==> config.mk <==
export PLATFORM = sky130hd
export DESIGN_NAME = sme_ctrl
export DESIGN_NICKNAME = d
export VERILOG_FILES = /design/src/rtl/sme_pkg.sv /design/src/rtl/sme_ctrl.sv
export SDC_FILE = /design/constraint.sdc
export NUM_CORES = 1
export LEC_CHECK = 0
export CAP_MARGIN = 20
export CORE_MARGIN = 4
export CORE_UTILIZATION = 56
export DETAILED_ROUTE_END_ITERATION = 7
export DONT_BUFFER_PORTS = 1
export GPL_ROUTABILITY_DRIVEN = 0
export MAX_ROUTING_LAYER = met4
export PLACE_DENSITY = 0.74
export SLEW_MARGIN = 5
export SYNTH_ARGS = -nofsm -noshare
export SYNTH_HDL_FRONTEND = slang
export SYNTH_SLANG_ARGS = --single-unit
==> constraint.sdc <==
create_clock -name clk -period 2.4 [get_ports clk]
set_input_delay 0.36 -clock clk [delete_from_list [all_inputs] [get_ports clk]]
set_output_delay 0.36 -clock clk [all_outputs]
set_load 0.02 [all_outputs]
==> src/rtl/sme_pkg.sv <==
// rtl/sme_pkg.sv - shared constants and state type for the string-matching engine
// Used by sme_ctrl, shared_memory and the comparator so buffer sizes agree everywhere.
package sme_pkg;

    localparam int STR_MAX = 32;   // string buffer depth in characters
    localparam int PAT_MAX = 8;    // pattern buffer depth in characters
    localparam int STR_AW  = 5;    // character slot address width
    localparam int LEN_W   = 6;    // string length width (0..32)
    localparam int PAT_LW  = 4;    // pattern length width (0..8)

    // Saturation limits at the width of the counters they bound.
    localparam logic [LEN_W-1:0]  STR_MAX_LEN = LEN_W'(STR_MAX);
    localparam logic [PAT_LW-1:0] PAT_MAX_LEN = PAT_LW'(PAT_MAX);

    typedef enum logic [2:0] {
        IDLE,
        LOAD_STR,
        LOAD_PAT,
        SCAN,
        DONE
    } sme_state_t;

endpackage

==> src/rtl/sme_ctrl.sv <==
// rtl/sme_ctrl.sv - sequencing controller for the string-matching engine
// Ports:
//   clk, reset (async active-low)
//   isstring / ispattern : host character qualifiers (isstring has priority)
//   cmp_hit              : comparator result for cand_idx, same cycle
//   wr_en/wr_sel/wr_addr : combinational memory write port (wr_sel 1 = pattern)
//   str_len / pat_len    : stored lengths
//   cand_idx             : candidate start index under comparison
//   valid/match/match_index : registered result, valid is a one-cycle strobe
module sme_ctrl
    import sme_pkg::*;
(
    input  logic              clk,
    input  logic              reset,
    input  logic              isstring,
    input  logic              ispattern,
    input  logic              cmp_hit,
    output logic              wr_en,
    output logic              wr_sel,
    output logic [STR_AW-1:0] wr_addr,
    output logic [LEN_W-1:0]  str_len,
    output logic [PAT_LW-1:0] pat_len,
    output logic [STR_AW-1:0] cand_idx,
    output logic              valid,
    output logic              match,
    output logic [STR_AW-1:0] match_index
);

    sme_state_t        r_state;
    logic [LEN_W-1:0]  r_str_len;
    logic [PAT_LW-1:0] r_pat_len;
    logic [STR_AW-1:0] r_cand;
    logic              r_valid;
    logic              r_match;
    logic [STR_AW-1:0] r_match_index;

    logic              w_str_char;
    logic              w_pat_char;
    logic              w_accept_new;
    logic [LEN_W-1:0]  w_str_slot;
    logic [PAT_LW-1:0] w_pat_slot;
    logic              w_guard;
    logic [LEN_W-1:0]  w_last;

    // isstring wins when both qualifiers are high.
    assign w_str_char = isstring;
    assign w_pat_char = ispattern & ~isstring;

    // States in which a fresh string or pattern may begin at slot 0.
    assign w_accept_new = (r_state == IDLE) || (r_state == LOAD_STR);

    assign w_str_slot = (r_state == LOAD_STR) ? r_str_len : '0;
    assign w_pat_slot = (r_state == LOAD_PAT) ? r_pat_len : '0;

    // The subtraction is only meaningful once the guard has ruled out pat_len > str_len.
    assign w_guard = ({2'b00, r_pat_len} > r_str_len) || (r_pat_len == '0);
    assign w_last  = r_str_len - {2'b00, r_pat_len};

    always_comb begin
        wr_en   = 1'b0;
        wr_sel  = 1'b0;
        wr_addr = '0;
        if (reset) begin
            if (w_accept_new && w_str_char) begin
                wr_en   = (w_str_slot < STR_MAX_LEN);
                wr_addr = w_str_slot[STR_AW-1:0];
            end else if ((w_accept_new || (r_state == LOAD_PAT)) && w_pat_char) begin
                wr_en   = (w_pat_slot < PAT_MAX_LEN);
                wr_sel  = 1'b1;
                wr_addr = {1'b0, w_pat_slot};
            end
        end
    end

    always_ff @(posedge clk or negedge reset) begin
        if (!reset) begin
            r_state       <= IDLE;
            r_str_len     <= '0;
            r_pat_len     <= '0;
            r_cand        <= '0;
            r_valid       <= 1'b0;
            r_match       <= 1'b0;
            r_match_index <= '0;
        end else begin
            r_valid <= 1'b0;
            case (r_state)
                IDLE: begin
                    if (w_str_char) begin
                        r_str_len <= LEN_W'(1);
                        r_state   <= LOAD_STR;
                    end else if (w_pat_char) begin
                        r_pat_len <= PAT_LW'(1);
                        r_state   <= LOAD_PAT;
                    end
                end
                LOAD_STR: begin
                    if (w_str_char) begin
                        if (r_str_len < STR_MAX_LEN)
                            r_str_len <= r_str_len + LEN_W'(1);
                    end else if (w_pat_char) begin
                        r_pat_len <= PAT_LW'(1);
                        r_state   <= LOAD_PAT;
                    end else begin
                        r_state <= IDLE;
                    end
                end
                LOAD_PAT: begin
                    if (w_pat_char) begin
                        if (r_pat_len < PAT_MAX_LEN)
                            r_pat_len <= r_pat_len + PAT_LW'(1);
                    end else begin
                        r_cand  <= '0;
                        r_state <= SCAN;
                    end
                end
                SCAN: begin
                    if (w_guard) begin
                        r_match       <= 1'b0;
                        r_match_index <= '0;
                        r_valid       <= 1'b1;
                        r_state       <= DONE;
                    end else if (cmp_hit) begin
                        r_match       <= 1'b1;
                        r_match_index <= r_cand;
                        r_valid       <= 1'b1;
                        r_state       <= DONE;
                    end else if ({1'b0, r_cand} == w_last) begin
                        r_match       <= 1'b0;
                        r_match_index <= '0;
                        r_valid       <= 1'b1;
                        r_state       <= DONE;
                    end else begin
                        r_cand <= r_cand + STR_AW'(1);
                    end
                end
                DONE: begin
                    r_state <= IDLE;
                end
                default: begin
                    r_state <= IDLE;
                end
            endcase
        end
    end

    assign str_len     = r_str_len;
    assign pat_len     = r_pat_len;
    assign cand_idx    = r_cand;
    assign valid       = r_valid;
    assign match       = r_match;
    assign match_index = r_match_index;

endmodule

==> images/met1.png <==
Cells faint in the background.
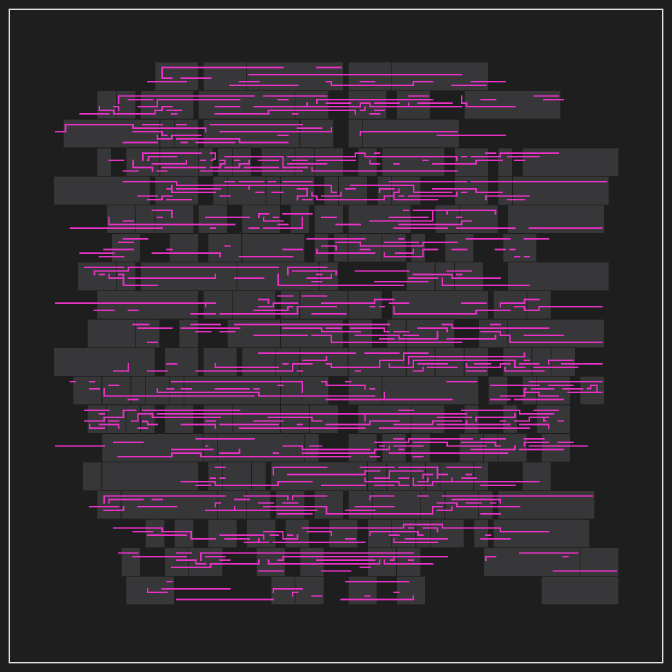
wire length on this layer: 1910 um
main direction: horizontal
global-route met1 utilization: 32.4%
total via count after detailed routing: 1482

==> images/met2.png <==
Bar = 20 um.
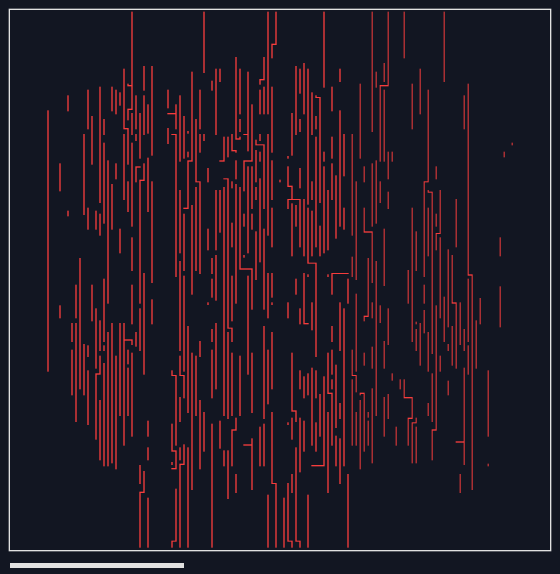
main direction: vertical
wire length on this layer: 2060 um
share of all routed wire: 49%
longest straight run: 29.9 um
nets with wire on the layer: 187
grt met2 use: 35.5%
sum of routed wire length over all layers: 4.22 mm

==> images/met3.png <==
Bar = 20 um.
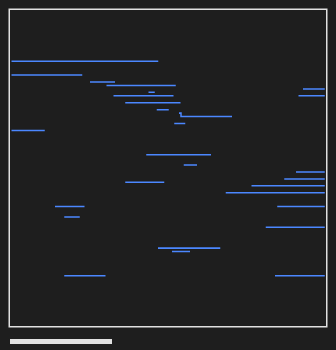
share of all routed wire: 5.7%
main direction: horizontal
longest straight run: 28.5 um
nets with wire on the layer: 24
wire length on this layer: 242 um
met3 track demand over resource in global routing: 6.20%

==> summary.txt <==
Results of the implementation run.

According to the timing report, the critical path is captured at match_index[3]$_DFFE_PN0P_. The final core utilization came out at 72.0%. The total placed cells including tap cells is roughly 220. The final worst clock skew is between 15 and 20 ps. The layout report lists the multi-input gate area as 1030 um2.

The post-detailed-route wirelength per cell came out at 18.3 um. The area share of the leading cell type in the synthesized netlist is a little under two fifths. The DRC violation count after routing came out at 0. STA lists the startpoint of the worst hold path as isstring. The critical path data arrival time is about 2600 ps.

The share of total power in combinational logic is 68.4%. The number of multi-input logic gates came out at 133. The clock latency on the worst-skew pair came out at 330 ps.

For this run, the register share of the synthesized area comes to between 30% and 40%. Warnings raised by the tools during the run amount to 29. The share of the core filled by cells before placement is 58.9%.

The static power due to leakage came out at 0.925 nW. The number of resized instances in the post-cts repair step came out at 10. The share of the final layout cell area in sequential cells is between 30% and 40%. Combinational cells consume a total of 1.86 mW. The count of synthesis-stage warnings from yosys is 0.

The tap cell count is 31. The worst path setup slack after routing is -24.4 ps. The number of antenna violations at the first check in global routing came out at 0.

Of the total synthesized cell area, the portion taken by full adders, half adders and majority gates is 7.33%. The commonest non-fill, non-tap cell in the layout is sky130_fd_sc_hd__buf_4. The antenna cell count came out at 0. Entering global routing, the biggest net connects 26 pins. The total of endpoints with negative setup slack in the final report came out at 5. The share of total power in sequential cells is 24.5%. The flow ran to the end, but the final reports show violations. The via count of the first global-routing pass is 1394. Counting flops with an async set or reset pin after synthesis yields a share of 100%. The final reports fail on setup timing. The post-synthesis instance total is around 180.

The number of flops mapped to enable cells by yosys is 0. Per STA, the startpoint of the critical path is str_len[0]$_DFFE_PN0P_.
No activity file was given, so power comes from the tool's default toggle rates.
